$ cat src/rtl/cache.sv
// cache: 16-set, 2-way set-associative cache with 4-byte lines and a 10-bit tag.
// Write-allocate with no backing store; reads never allocate. Every access
// completes in one clock and its result is registered.
//
// Ports:
//   clk          rising-edge clock
//   reset        asynchronous reset, active low
//   enableread   perform a read this cycle
//   enablewrite  perform a write this cycle (both high together = no-op)
//   address      [15:6] tag, [5:2] set index, [1:0] read byte select
//   datain       write data byte
//   writebyte    byte lane written (address[1:0] is ignored on writes)
//   dataout      registered read data; holds its value on writes and no-ops
//   hitmiss      registered hit flag, 1 = hit
module cache (
  input  logic        clk,
  input  logic        reset,
  input  logic        enableread,
  input  logic        enablewrite,
  input  logic [15:0] address,
  input  logic [7:0]  datain,
  input  logic [1:0]  writebyte,
  output logic [7:0]  dataout,
  output logic        hitmiss
);

  logic [1:0] r_valid [16];
  logic [9:0] r_tag   [16][2];
  logic [7:0] r_data  [16][2][4];
  // Per-set way to replace next.
  logic [15:0] r_lru;

  logic [9:0] w_tag;
  logic [3:0] w_set;
  logic       w_hit0;
  logic       w_hit1;
  logic       w_hit;
  logic       w_hit_way;
  logic       w_victim;

  assign w_tag     = address[15:6];
  assign w_set     = address[5:2];
  assign w_hit0    = r_valid[w_set][0] && (r_tag[w_set][0] == w_tag);
  assign w_hit1    = r_valid[w_set][1] && (r_tag[w_set][1] == w_tag);
  assign w_hit     = w_hit0 || w_hit1;
  assign w_hit_way = w_hit1;

  // An empty way wins over the LRU way; way 0 is tried first.
  always_comb begin
    w_victim = r_lru[w_set];
    if (!r_valid[w_set][0]) begin
      w_victim = 1'b0;
    end else if (!r_valid[w_set][1]) begin
      w_victim = 1'b1;
    end
  end

  always_ff @(posedge clk or negedge reset) begin
    if (!reset) begin
      for (int unsigned s = 0; s < 16; s++) begin
        r_valid[s] <= '0;
        for (int unsigned w = 0; w < 2; w++) begin
          r_tag[s][w] <= '0;
          for (int unsigned b = 0; b < 4; b++) begin
            r_data[s][w][b] <= '0;
          end
        end
      end
      r_lru   <= '0;
      dataout <= '0;
      hitmiss <= 1'b0;
    end else if (enableread && !enablewrite) begin
      if (w_hit) begin
        dataout        <= r_data[w_set][w_hit_way][address[1:0]];
        hitmiss        <= 1'b1;
        r_lru[w_set]   <= ~w_hit_way;
      end else begin
        dataout <= '0;
        hitmiss <= 1'b0;
      end
    end else if (enablewrite && !enableread) begin
      if (w_hit) begin
        r_data[w_set][w_hit_way][writebyte] <= datain;
        hitmiss      <= 1'b1;
        r_lru[w_set] <= ~w_hit_way;
      end else begin
        r_valid[w_set][w_victim] <= 1'b1;
        r_tag[w_set][w_victim]   <= w_tag;
        // Allocation clears the whole line and writes one lane in the same edge.
        for (int unsigned b = 0; b < 4; b++) begin
          r_data[w_set][w_victim][b] <= (2'(b) == writebyte) ? datain : '0;
        end
        hitmiss      <= 1'b0;
        r_lru[w_set] <= ~w_victim;
      end
    end
  end

endmodule

$ cat config.mk
export PLATFORM = sky130hd
export DESIGN_NAME = cache
export DESIGN_NICKNAME = d
export VERILOG_FILES = /design/src/rtl/cache.sv
export SDC_FILE = /design/constraint.sdc
export NUM_CORES = 2
export LEC_CHECK = 0
export CAP_MARGIN = 20
export CORE_MARGIN = 2
export CORE_UTILIZATION = 55
export CTS_CLUSTER_SIZE = 40
export DETAILED_ROUTE_END_ITERATION = 6
export PLACE_DENSITY = 0.74
export REMOVE_ABC_BUFFERS = 1
export SLEW_MARGIN = 20
export SYNTH_ARGS = -nofsm -noshare
export SYNTH_HDL_FRONTEND = slang
export SYNTH_SLANG_ARGS = --single-unit
$ cat constraint.sdc
create_clock -name clk -period 3.9 [get_ports clk]
set_clock_uncertainty 0.2 [all_clocks]
set_input_delay 0.39 -clock clk [delete_from_list [all_inputs] [get_ports clk]]
set_output_delay 0.39 -clock clk [all_outputs]
set_load 0.02 [all_outputs]
==> images/clk_routes.png <==
Scale: 1 px per um.
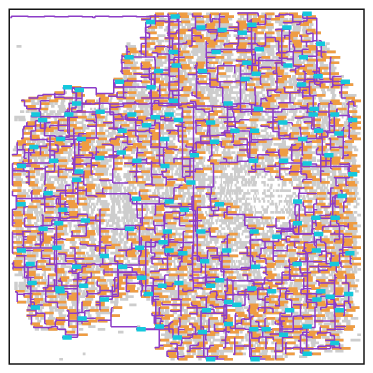
Key: purple = clock wires [length 16900 um]; orange = flip-flops [count 1401]; cyan = clock drivers [count 149]
There are 150 routed clock nets. Position of the flops: widely spread.

==> images/wires.png <==
Scale: 1 px per um.
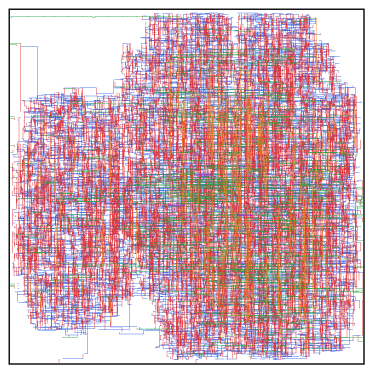
Key: blue = metal 1 [wire length 79.0 mm]; orange = metal 4 [wire length 9890 um]; green = metal 3 [wire length 18000 um]; purple = metal 5 [wire length 43.2 um]; red = metal 2 [wire length 91.5 mm]
Detailed Route WL: 198000 um
Total Routing Usage GR: 0.322
routed via count: 44900

==> images/congestion.png <==
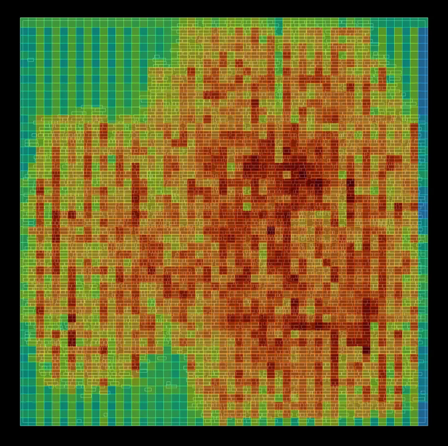
wire per inst: 29.2 um
grt met1 use: 0.443

==> images/flops_by_reg.png <==
Scale: 1 px per um. Other sequential cells in the stronger gray, the rest of the logic in the fainter gray.
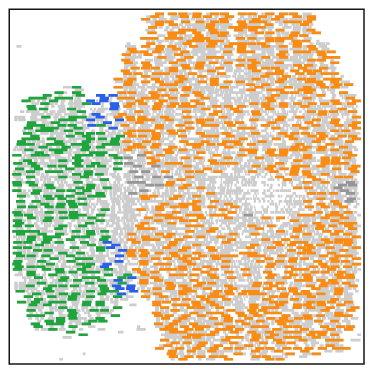
Key: orange = r_data [flops 1024]; green = r_tag [flops 320]; blue = r_valid [flops 32]

==> qor.yml <==
cts_tree: "built"
postSynthSeqShare: 0.522
synth-main-ff-cell: "dfrtp_1"
drtIter0Drc: 4682
drv.max_cap_violation_count: 0
postSynthAreaPerCell_um2: 14.3
dieArea_um2: 125000
layout.nets: 5072
leakagePower_nw: 36.5
vdd_drop_max_mv: 0.469
worstRegToRegCells: 11
dp.final_hpwl_um: 135000
worst_slack_ns: 0.0443
fin_setup_tns_ns: 0
worst_path_max_delay_cell: "mux4_2"
utilization: 0.655
critical_path_arrival_ns: 4.32
cts-root-to-sink-buffers: 3
cell_count_after_synthesis: 4682
die_x_um: 353
worstMarginPinSlew_ns: 1.22
status: "completed"
worst_reg2reg_endpoint: "r_data[361]$_DFFE_PN0P_"
worstPathCellList: "mux4_2 > mux4_2 > xnor2_2 > o2111ai_4 > a211oi_4 > buf_4 > mux2i_4 > buf_12 > nor4_4 > buf_4 > mux2_2"
fillers: 8582
post-route-cell-area_um2: 79500
globalplace.congestion: 0.945
post_route_cells_drive_above_1_share: 0.491
post_synth_most_frequent_cells: "dfrtp_1, mux2_2, mux4_2"
edf_count: 0
path_max_fanout: 11
number_of_register_bits_inferred_by_synthesis: 1401
worst_setup_path_endpoint: "r_data[361]$_DFFE_PN0P_"
drt_pre_antenna_iters: 7
antenna_left: 0
worstSetupStartpoint: "r_tag[57]$_DFFE_PN0P_"
vias_per_inst: 6.62
timing_worst_setup_path_type: "register to register"
synth.distinct_cells: 60
final_max_slew_viol_count: 0
worst_path_largest_cell_delay_ns: 0.50
first_global_vias: 46700
crit_family: "multiplexers"
synth_stat.cells: 4682
most_common_cell: "dfrtp_1"
grt_max_degree: 129
worst_setup_hold_path_clk_slew_ns: 0.06
cts-buffers-inserted: 149
post-place-cells: 6502
floorplan.rows: 128
synthesis.area_um2: 67100
finalSetupViolCount: 0
power.density_nw_per_um2: 455
rr_startpoint: "r_tag[57]$_DFFE_PN0P_"
number_of_standard_cells_in_the_layout_taps_in_and_fillers_out: 6788
chipHeight_um: 353
grt_overflow: 0
period_minus_slack_ns: 3.86
cts-htree-levels: 4
clkSinkCount: 1401
final_power_mw: 36.2
ys_warn_count: 0
whs_ns: 0.0782
post-route-period-util: 0.989
critical_path.n_buffers_inverters: 3
post_dp_cell_area_um2: 74200
ios: 39
clock_tree.root_cell: "clkbuf_16"
worstSkewPairLatency_ns: 0.79
synth-async-reset-ratio: 1.00
synth.yosys.chip_area_um2: 67100
design.core.area_um2: 121000
synth.top_cells.by_area: "dfrtp_1, mux2_2, mux4_2"
post-synth-top-area-cell: "dfrtp_1"
cp-start-kind: "register"
antenna_found_initial: 4
tool_warnings: 31
io_buffers: 38
synth_top_area_share: 0.522
grt_pass1_wl_um: 303000
detail_route.drc_violations: 0
worst_setup_path_end_kind: "register"
rrSetupSlack_ns: 0.04
min-delay-path-class: "input port to async pin"
floorplan.core_util: 0.553
final-hold-violation-count: 0
syn_to_final_growth_pct: 18.5
worstPathRequired_ns: 4.36
fmax_mhz: 259
post-place-ws_ns: -0.441
rsz_0062_raised_after_global_routing: "true"
max_slew_margin: 0.186
cp_num_cells: 11
-- area by class of cell --
cell class / count / area, um^2 / area share
antenna: 3 / 7.51 / 0.0000944
timing repair buffer: 619 / 6680 / 0.0841
multi-input combinational: 2836 / 30600 / 0.385
inverter: 33 / 124 / 0.00156
clock inverter: 58 / 646 / 0.00812
tap: 1625 / 2030 / 0.0256
clock buffer: 213 / 4360 / 0.0549
sequential: 1401 / 35100 / 0.441
-- worst reg2reg max path, cell delays in order (launching register included) --
cell	delay, ns
dfrtp_1	0.40
mux4_2	0.46
mux4_2	0.50
xnor2_2	0.23
o2111ai_4	0.21
a211oi_4	0.33
buf_4	0.25
mux2i_4	0.41
buf_12	0.24
nor4_4	0.05
buf_4	0.19
mux2_2	0.28
-- what timing repair did --
item,4_1_cts,5_1_grt
hold endpoints to repair,252,0
buffers inserted,4,7
hold buffers,1,0
resized,6,26
pin swaps,8,7
endpoints found under the setup margin,405,623
-- layout by cell type, fill, tap and decap left out, types with 10 or more instances in the layout --
cell,instances
dfrtp_1,1401
mux2_2,1161
buf_4,427
mux4_2,369
nor3_1,232
nand2_1,159
clkbuf_16,152
buf_12,152
o2bb2ai_1,136
mux2i_1,116
nor2_1,99
a22o_1,52
nand3_1,40
a22oi_1,35
nor4_2,35
a31oi_1,34
or2_2,34
clkbuf_8,34
clkdlybuf4s50_1,33
inv_1,31
a21oi_1,30
clkbuf_1,28
clkinv_2,27
and3_1,25
o21ba_2,24
a32o_1,21
a2111oi_0,17
or3_1,17
xnor2_1,16
nand2b_1,14
nor2b_1,12
nor3_2,11
o21ai_2,11
o21a_1,10
bufinv_16,10
-- cell families after synthesis --
kind of cell | after synthesis | share of synthesized area
buffers and inverters | 445 | 0.0287
muxes | 1649 | 0.337
adders and majority gates | 2 | 0.000373
xor gates and xnor gates | 17 | 0.00222
and+or+nand+nor | 737 | 0.0567
AOI/OAI and AO/OA | 431 | 0.0531
DFF | 1401 | 0.522
-- worst min-delay path by stage --
| stage | endpoint | slack, ns | depth (start not counted) |
|---|---|---|---|
| finish | r_data[422]$_DFFE_PN0P_ | 0.08 | 2 |
| CTS | r_data[422]$_DFFE_PN0P_ | 0.08 | 2 |
| global placement | r_data[1019]$_DFFE_PN0P_ | 0.25 | 1 |
| global route | r_data[700]$_DFFE_PN0P_ | 0.12 | 2 |
| floorplan | dataout[0]$_DFFE_PN0P_ | -0.11 | 0 |
| detailed placement | r_data[955]$_DFFE_PN0P_ | 0.25 | 1 |
-- where the power goes --
group | internal [mW] | total (mW) | switching [mW]
registers | 15.6 | 16.2 | 0.591
clock network | 8.48 | 14.5 | 6.02
logic | 2.48 | 5.43 | 2.95
-- registers in the layout, summed over array words and instances, names as in the netlist --
signal,flops
r_data,1024
r_tag,320
r_valid,32
r_lru,16
dataout,8
hitmiss,1
-- per-layer routing --
layer	up-vias	track usage	part of all wire
li1	18400	-	-
met3	528	0.0745	0.091
met5	-	0	0.00022
met1	23800	0.443	0.40
met2	2174	0.491	0.46
met4	6	0.146	0.050
Power and IR drop assume default switching activity.
